Figure 1. Cells by drive strength (run 1).
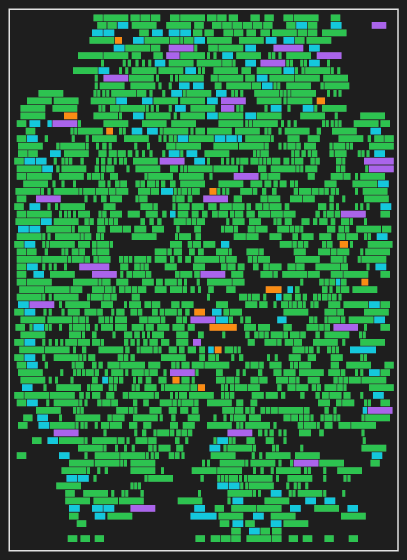
Figure 2. Placed cells, one color a class (run 1).
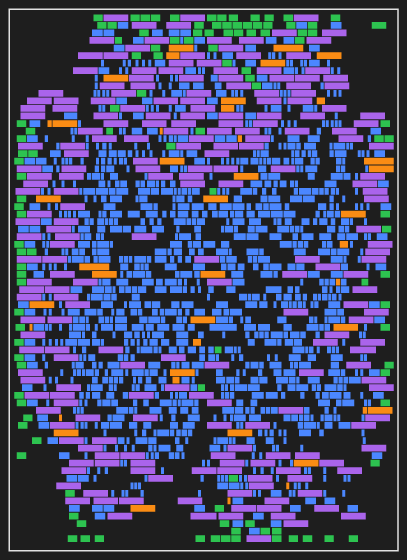
Figure 3. Local utilization (run 1).
Scale bar: 50 um. The die is cut into 14 by 19 equal tiles; dark blue is low, red is high, 0 to 100% covered.
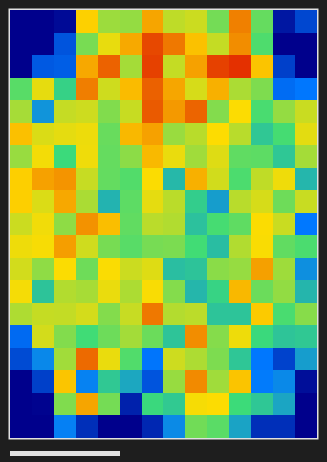
Figure 4. Routing congestion map (run 1).
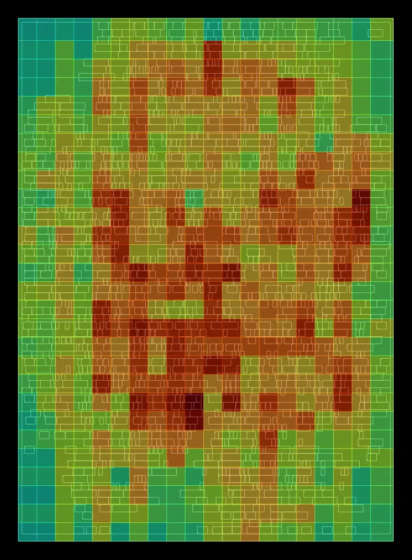
Design joint_marker_vga, sky130hd; sources not shown.
==> PnR_summary.wiki <==
== Flow metrics ==
{| class="wikitable"
! Metric !! Value
|-
| Fraction of cell area in non-clock buffers || 7.42%
|-
| IO Port Bufs || 109
|-
| Most numerous cell on the critical path || sky130_fd_sc_hd__ha_1
|-
| Final setup violation count || 0
|-
| Share of synthesized area occupied by flip-flops and latches || 42.3%
|-
| Post-synthesis instance area || 13200 um2
|-
| Post-synth mux share || 7.82%
|-
| Total power draw || 0.00282 W
|-
| Clk slew on worst S/H paths || 0.07 ns
|-
| Portion of total power attributed to sequential cells || 49.7%
|-
| Count of clock buffers in the final design || 30
|-
| Critical Path RT || 7.43 ns
|-
| Power Density || 183 nW/um2
|-
| Maxcap violations || 0
|-
| Count of flip-flops with a built-in enable after synthesis || 0
|-
| Count of unique library cells instantiated by Yosys || 57
|-
| Internal power || 0.00220 W
|-
| Most frequently used cell type in the post-synthesis netlist || sky130_fd_sc_hd__nand2_1
|-
| Yosys cell count || 1363
|-
| Area of the multi-input gates || 7120 um2
|-
| Placed wire-length estimate after detailed placement || 23.4 mm
|-
| Vias in the first global route || 10400
|-
| Max Buffers Root-to-Sink || 3
|-
| CP peak stage delay || 0.63 ns
|-
| Die span in x || 140 um
|-
| Start-to-end type of the worst setup path || reg -> reg
|-
| Tap Cells || 324
|-
| Slowest-stage cell, CP || sky130_fd_sc_hd__o21ai_2
|-
| Post-layout period usage of the worst path || 55.2%
|-
| Fin nets || 1716
|-
| Total number of multi-input combinational cells || 1005
|-
| CP endpoint kind || register
|-
| Reg2reg path depth || 10
|-
| Setup repair after global routing missed its margin || false
|-
| Post-detailed-route count of antenna-violating nets || 0
|-
| Top FF cell, synth || sky130_fd_sc_hd__dfrtp_1
|-
| Most used logic cell in the final layout || sky130_fd_sc_hd__nand2_1
|-
| Synth cell count leaders || sky130_fd_sc_hd__nand2_1 (305), sky130_fd_sc_hd__dfrtp_1 (222), sky130_fd_sc_hd__ha_1 (161), sky130_fd_sc_hd__mux2_2 (92), sky130_fd_sc_hd__inv_1 (91)
|-
| Area enclosed by the die boundary || 27200 um2
|-
| Post-synth top area cell || sky130_fd_sc_hd__dfrtp_1
|-
| Hold-fix buffers at CTS || 0
|-
| Relative area of clock buffers and inverters in the final design || 4.98%
|-
| Main logic family || simple AND/OR/NAND/NOR gates
|-
| Register-to-register setup slack || 3.17 ns
|-
| Net count entering floorplan || 1619
|-
| Sequential cell area in the final layout || 5610 um2
|-
| Worst path arrival time || 4.26 ns
|-
| Setup Buffers After CTS || 0
|-
| Synth warnings || 0
|-
| Kind of launch point of the worst setup path || register
|-
| # diodes || 0
|-
| VDD IR max || 173 uV
|-
| Filler instances || 2288
|-
| Type of the most critical hold path || reg -> reg
|-
| Post-CTS resize count || 0
|-
| Combinational share of cell area || 46.3%
|-
| Biggest cell category by area in the final layout || logic gates
|-
| Layout Cells excl Fill || 1800
|-
| Clock period minus final worst setup slack || 3.91 ns
|-
| Late-Pin Clk Latency || 0.53 ns
|-
| Worst-margin pin slew || 1.02 ns
|-
| Number of vias in the routed layout || 9997
|-
| Result of the run || completed
|-
| Clk pwr share || 44.2%
|-
| Leak pwr || 7.04 nW
|-
| Top area cells in the synthesized netlist || sky130_fd_sc_hd__dfrtp_1 (42%), sky130_fd_sc_hd__ha_1 (15%), sky130_fd_sc_hd__nand2_1 (8.6%), sky130_fd_sc_hd__mux2_2 (7.8%), sky130_fd_sc_hd__xnor2_1 (4.0%)
|-
| Number of remaining DRC errors || 0
|-
| Count of buffering cells on the critical path with inverters included || 0
|-
| P_sw || 0.000614 W
|-
| Aggregate routed wire length || 31.9 mm
|-
| WP depth || 10
|-
| Overflow left after global routing || 0
|-
| Pin count of the biggest net entering global routing || 94
|-
| Async set-reset flop share out of synthesis || 100%
|-
| Instance tally after logic synthesis || 1363
|-
| Sw frac || 21.8%
|-
| Flip-flop and latch count after synthesis || 224
|-
| Highest-count cells in the layout ignoring fill and taps || sky130_fd_sc_hd__nand2_1 (305), sky130_fd_sc_hd__dfrtp_1 (222), sky130_fd_sc_hd__ha_1 (161), sky130_fd_sc_hd__clkdlybuf4s50_1 (108), sky130_fd_sc_hd__mux2_2 (92)
|-
| Headroom to the max-slew limit || 32.1%
|-
| First-iteration detailed-routing DRC count || 464
|-
| Summed negative setup slack over all endpoints || 0 ns
|-
| Fraction of synthesized cell area taken by the top area cell type || 41.9%
|-
| Ao+oa area frac || 8.72%
|-
| Min Hold Slack || 0.351 ns
|-
| Hold Path Depth || 0
|-
| Routability congestion estimate || 0.957
|-
| Total cell area at the placement stage || 14600 um2
|-
| Number of buffers inserted during clock tree synthesis || 23
|-
| Crit-path cells || ha_1 -> nand3_2 -> or2_2 -> xnor2_1 -> ha_1 -> a21o_1 -> a2111oi_0 -> nor4_1 -> o21ai_2 -> a21boi_0
|-
| Die Height || 195 um
|-
| Post-synthesis share of cell area spent on xor and xnor gates || 4.56%
|-
| Area fraction in and, or, nand and nor cells || 17.3%
|-
| Combinational cell fraction of total power || 6.1%
|-
| Largest delay contributor family on the critical path || AND-OR/OR-AND gates
|-
| Total cell area reported by yosys after synthesis || 13200 um2
|-
| Fraction of final layout cells with drive strength greater than 1 || 10.9%
|-
| Number of iterations in the first detailed-routing pass || 5
|-
| Number of sequential cells || 224
|-
| Average instance area after synthesis || 9.72 um2
|-
| Final clock skew || 0.0171 ns
|-
| Final hold vios || 0
|-
| Maximum level of the CTS H-tree || 1
|-
| # IOs || 110
|-
| Antenna violations before repair || 0
|-
| Share of synthesized cell area in full adder, half adder and majority cells || 15.2%
|-
| Num Clock Sinks || 224
|-
| Signal inverters || 91
|-
| Global-route wire length before repair || 52.2 mm
|-
| Worst-case setup slack after placement || 3.23 ns
|-
| TritonCTS clock tree || built
|-
| Top achievable clock speed || 256 MHz
|-
| Maximum net fanout on the critical path || 12
|-
| Instance count after placement with tap cells included || 1759
|-
| OpenROAD warning count || 39
|}
## Picture notes: Figure 1
Key: drive 3 to 4 = orange [cells 13, most used buf_4]; drive 2 = cyan [cells 118, most used mux2_2]; drive 1 or less = green [cells 1315, most used nand2_1]; drive 6 and up = purple [cells 30, most used clkbuf_16]
area delta synth->final: 16.1%
final instance area: 15400 um2
Plain + repair buffers: 115
setup slack of the critical path after layout: 3.17 ns

## Picture notes: Figure 2
Key: flops = purple [cells 224]; clock drivers and dummy loads = orange [cells 41]; all other logic = blue [cells 1096]; other buffers and delay cells = green [cells 115]
area of the core: 26100 um2
Final Core Density: 58.9%
sequential share of cell area: 36.5%
# rows: 70

## Picture notes: Figure 3
The mean over all tiles is 55%. 6.4% of the tiles are nearly empty. The densest ninth of the die: north. The fullest tile reaches 95%. 17% of the tiles are over 75% full.
starting density of the core: 50.7%

## Picture notes: Figure 4
most crowded layer after global routing: met2
total routing resource utilization after global routing: 24.2%
average wire per cell in the routed design: 17.7 um
Global Route met3 Usage: 2.37%
met1 usage in global routing: 27.8%

==> run 1: routing by layer <==
layer | part of all wire, % | track usage, %
met5 | 0 | 0
met3 | 3.4 | 2.37
met1 | 40 | 27.8
met4 | 3.8 | 10.5
met2 | 52 | 45.3
==> run 1: power by group through the flow <==
stage	Sequential (W)	Clock (W)	Combinational [W]
6_report	0.00140	0.00124	0.000172
3_5_place_dp	0.00142	0	0.000176
5_1_grt	0.00141	0.00132	0.000190
3_3_place_gp	0.00142	0	0.000170
2_1_floorplan	0.00141	0	0.0000858
4_1_cts	0.00140	0.00127	0.000177
Power and IR drop assume default switching activity.
